**Floorplan with the power grid**

Bar = 20 um. Pins as bars on the die edge.
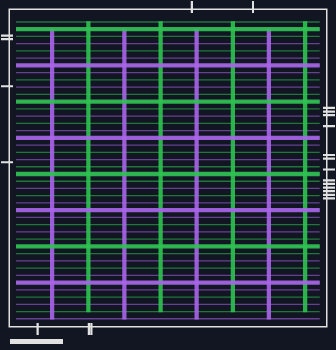
**Placed cells, one color a class**

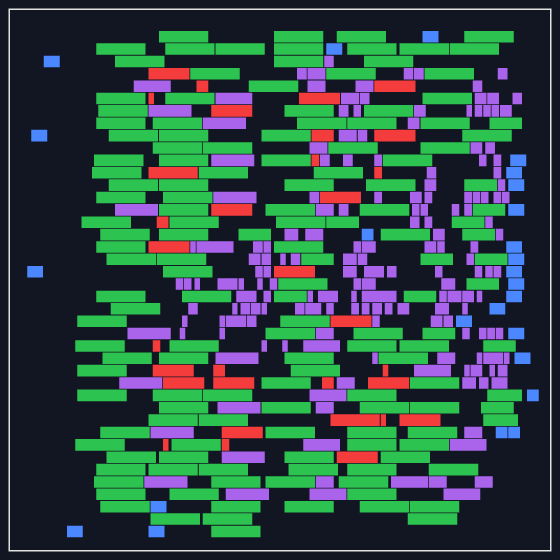
**Clock wires, drivers and flops**

Bar = 20 um.
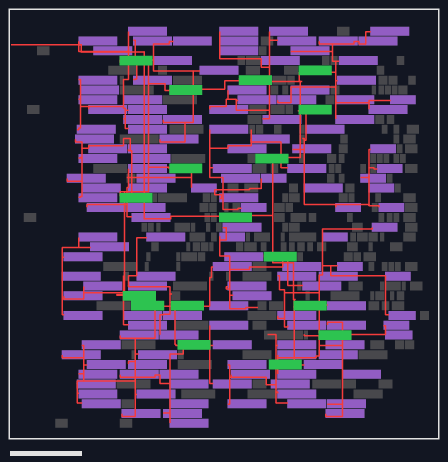
**Signal wires by layer**

Bar = 20 um.
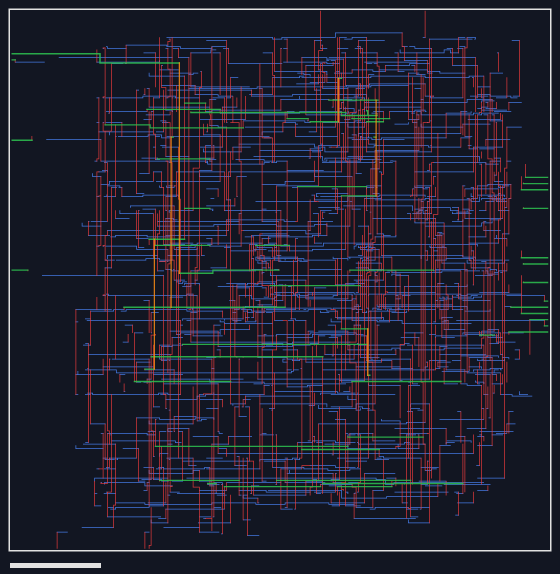
**Clock nets**

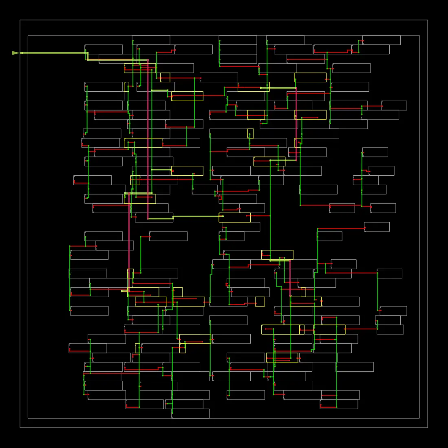
## src/rtl/fifo.sv

```systemverilog
// Single-clock FIFO, 2**ADDR_WIDTH words of DATA_WIDTH bits, with registered read data.
// Pointers carry one extra wrap bit so full and empty fall straight out of a compare.
module fifo #(
    parameter int unsigned DATA_WIDTH = 8,
    parameter int unsigned ADDR_WIDTH = 4
) (
    input  logic                  clk,
    input  logic                  rst,
    input  logic                  wr_en,
    input  logic                  rd_en,
    input  logic [DATA_WIDTH-1:0] data,
    output logic [DATA_WIDTH-1:0] dout,
    output logic                  full,
    output logic                  empty
);

    localparam int unsigned DEPTH = 1 << ADDR_WIDTH;
    localparam int unsigned PTR_W = ADDR_WIDTH + 1;

    logic [DATA_WIDTH-1:0] mem [DEPTH];
    logic [PTR_W-1:0]      wr_ptr;
    logic [PTR_W-1:0]      rd_ptr;
    logic                  wr_accept;
    logic                  rd_accept;

    // A full FIFO still takes a write when a read frees a slot on the same edge.
    always_comb begin
        empty     = (wr_ptr == rd_ptr);
        full      = (wr_ptr[ADDR_WIDTH-1:0] == rd_ptr[ADDR_WIDTH-1:0]) &&
                    (wr_ptr[ADDR_WIDTH] != rd_ptr[ADDR_WIDTH]);
        rd_accept = rd_en & ~empty;
        wr_accept = wr_en & (~full | rd_en);
    end

    always_ff @(posedge clk) begin
        if (!rst) begin
            wr_ptr <= '0;
            rd_ptr <= '0;
            dout   <= '0;
        end else begin
            if (wr_accept) begin
                wr_ptr <= wr_ptr + PTR_W'(1);
            end
            if (rd_accept) begin
                rd_ptr <= rd_ptr + PTR_W'(1);
                dout   <= mem[rd_ptr[ADDR_WIDTH-1:0]];
            end
        end
    end

    // Storage is never cleared; reset only blocks the write on that edge.
    always_ff @(posedge clk) begin
        if (rst && wr_accept) begin
            mem[wr_ptr[ADDR_WIDTH-1:0]] <= data;
        end
    end

endmodule

```

## config.mk

```make
export PLATFORM = sky130hd
export DESIGN_NAME = fifo
export DESIGN_NICKNAME = d
export VERILOG_FILES = /design/src/rtl/fifo.sv
export SDC_FILE = /design/constraint.sdc
export NUM_CORES = 1
export LEC_CHECK = 0
export CORE_MARGIN = 2
export CORE_UTILIZATION = 45
export DETAILED_ROUTE_END_ITERATION = 6
export PLACE_DENSITY = 0.58
export SETUP_SLACK_MARGIN = 0.4
export SYNTH_ARGS = -nofsm -noshare
export SYNTH_HDL_FRONTEND = slang
export SYNTH_SLANG_ARGS = --single-unit
```

## constraint.sdc

```tcl
create_clock -name clk -period 6.8 [get_ports clk]
set_clock_uncertainty 0.1 [all_clocks]
set_input_delay 2.04 -clock clk [delete_from_list [all_inputs] [get_ports clk]]
set_output_delay 2.04 -clock clk [all_outputs]
set_load 0.02 [all_outputs]
```

==> run_results.csv <==
group,metric,value,unit
drt,vias,3076,
logic_synthesis,postSynthSeqShare,70.9,%
drt,vias_per_cell,5.58,
logic_synthesis,floorplan.nets,358,
floorplanning,floorplanUtilization,46.6,%
power,peakVddDrop,0.160,mV
floorplanning,die_area,14100,um^2
power,internal_power,0.00163,W
finish,most-common-layout-cells,"sky130_fd_sc_hd__edfxtp_1, sky130_fd_sc_hd__clkdlybuf4s50_1, sky130_fd_sc_hd__clkbuf_16",
clock_tree,cts_made_buffers,17,
clock_tree,cts_tree,"yes",
final_timing,slew_headroom,17.9,%
clock_tree,holdBufCountCts,0,
logic_synthesis,yosys_register_bits,146,
logic_synthesis,ys_area,5930,um^2
finish,drive_gt1_share,16.9,%
grt,grt_pass1_vias,3097,
drt,initialDrtViolationCount,186,
logic_synthesis,enable_flop_cells,128,
place,place.port_buffers,21,
grt,groute.usage.overall,17.7,%
logic_synthesis,synth_cell_types,34,
floorplanning,die_h,119,um
finish,most_frequent_logic_cell_in_the_layout,"sky130_fd_sc_hd__edfxtp_1",
final_timing,report.final.setup_viol,0,
setup_path,r2r.worst_path.cells,6,
drt,first_pass_iteration_count_of_the_detailed_router,4,
place,post-dp-hpwl,7150,um
final_timing,final-max-slew-violation-count,0,
place,dpl_worst_slack,2.04,ns
drt,finalWirelength,11800,um
place,routabilityCongestion,0.765,
clock_tree,cts-root-to-sink-buffers,2,
logic_synthesis,postSynth.asyncResetShare,0,%
run_status,outcome,"complete, no violations",
power,power_leakage,2.14,nW
finish,postLayoutCellArea,6830,um^2
power,power.net_switching,0.000483,W
grt,grt_antenna_before_repair,0,
power,total_design_power,0.00211,W
job,openroad.warnings,29,
grt,grt_remaining_overflow,0,
final_timing,layout_min_cycle_time,4.63,ns
floorplanning,core_area,12700,um^2
drt,antenna_violating_nets_post_route,0,
Back to the opening pictures, 'floorplan with the power grid':
purple -> VSS
green -> VDD
signal pins = 22
rows = 41

Back to the opening pictures, 'placed cells, one color a class':
purple -> all other logic  # cells 176
red -> clock drivers and dummy loads  # cells 32
blue -> other buffers and delay cells  # cells 25
green -> flip-flops  # cells 146

Back to the opening pictures, 'clock wires, drivers and flops':
red -> clock wires  # length 1640 um
green -> cells driving clock nets  # count 17
purple -> flip-flops  # count 146
flops lie = spread over the die
routed clock nets = 18

Back to the opening pictures, 'signal wires by layer':
green -> met3  # wire length 728 um
blue -> met1  # wire length 5320 um
orange -> met4  # wire length 153 um
red -> met2  # wire length 5570 um

Back to the opening pictures, 'clock nets':
clock network power: 0.000884 W
Worst-Skew Late Latency: 0.42 ns

[cells by family (layout without fill, tap and decap cells)]
family | after synthesis | in the layout | synth area share [%]
adder cells (fa/ha/maj) | 5 | 5 | 1.06
buffers and inverters | 21 | 59 | 2.13
AND-OR/OR-AND | 53 | 53 | 5.62
multiplexers | 42 | 42 | 13.3
flip-flops | 146 | 146 | 70.9
AND/OR/NAND/NOR | 66 | 66 | 5.74
XOR/XNOR | 8 | 8 | 1.18
[power groups by stage]
stage	Sequential [W]	Clock (W)	Combinational [W]
after floorplan	0.00104	0	0.000130
after global placement	0.00102	0	0.000226
after detailed placement	0.00102	0	0.000227
after CTS	0.00100	0.000900	0.000229
after global routing	0.00101	0.000937	0.000245
final	0.00100	0.000884	0.000226
[area by class of cell]
class	count	area, um^2	share of cell area (%)
Clock inverter	12	118	1.72
Sequential cell	146	4210	61.6
Inverter	2	7.51	0.110
Multi-Input combinational cell	174	1600	23.4
Timing Repair Buffer	25	240	3.52
Tap cell	172	215	3.15
Clock buffer	20	447	6.54
[metal layers]
metal  GRT usage [%]  wire length [um]
met4            6.47               153
met5               0                 0
met1            24.6              5320
met3            4.30               727
met2            27.3              5570
[path summary, 6_finish.rpt]
path               end       from
min            dout[3]    dout[3]
min reg2reg    dout[3]    dout[3]
max reg2reg  mem[1][2]  rd_ptr[2]
max              empty  rd_ptr[2]
[state kept, by name (all words and copies together), names as in the netlist]
name,count
wr_ptr,5
rd_ptr,5
mem,128
dout,8
[critical path: stages, from the launching register on]
cell and delay (ns):
sky130_fd_sc_hd__dfxtp_2 0.31, sky130_fd_sc_hd__buf_4 0.53, sky130_fd_sc_hd__xnor2_1 0.21, sky130_fd_sc_hd__nand4_2 0.24, sky130_fd_sc_hd__nor2_1 0.17, sky130_fd_sc_hd__clkdlybuf4s50_1 0.62
Power is estimated from default activity; no workload was simulated.
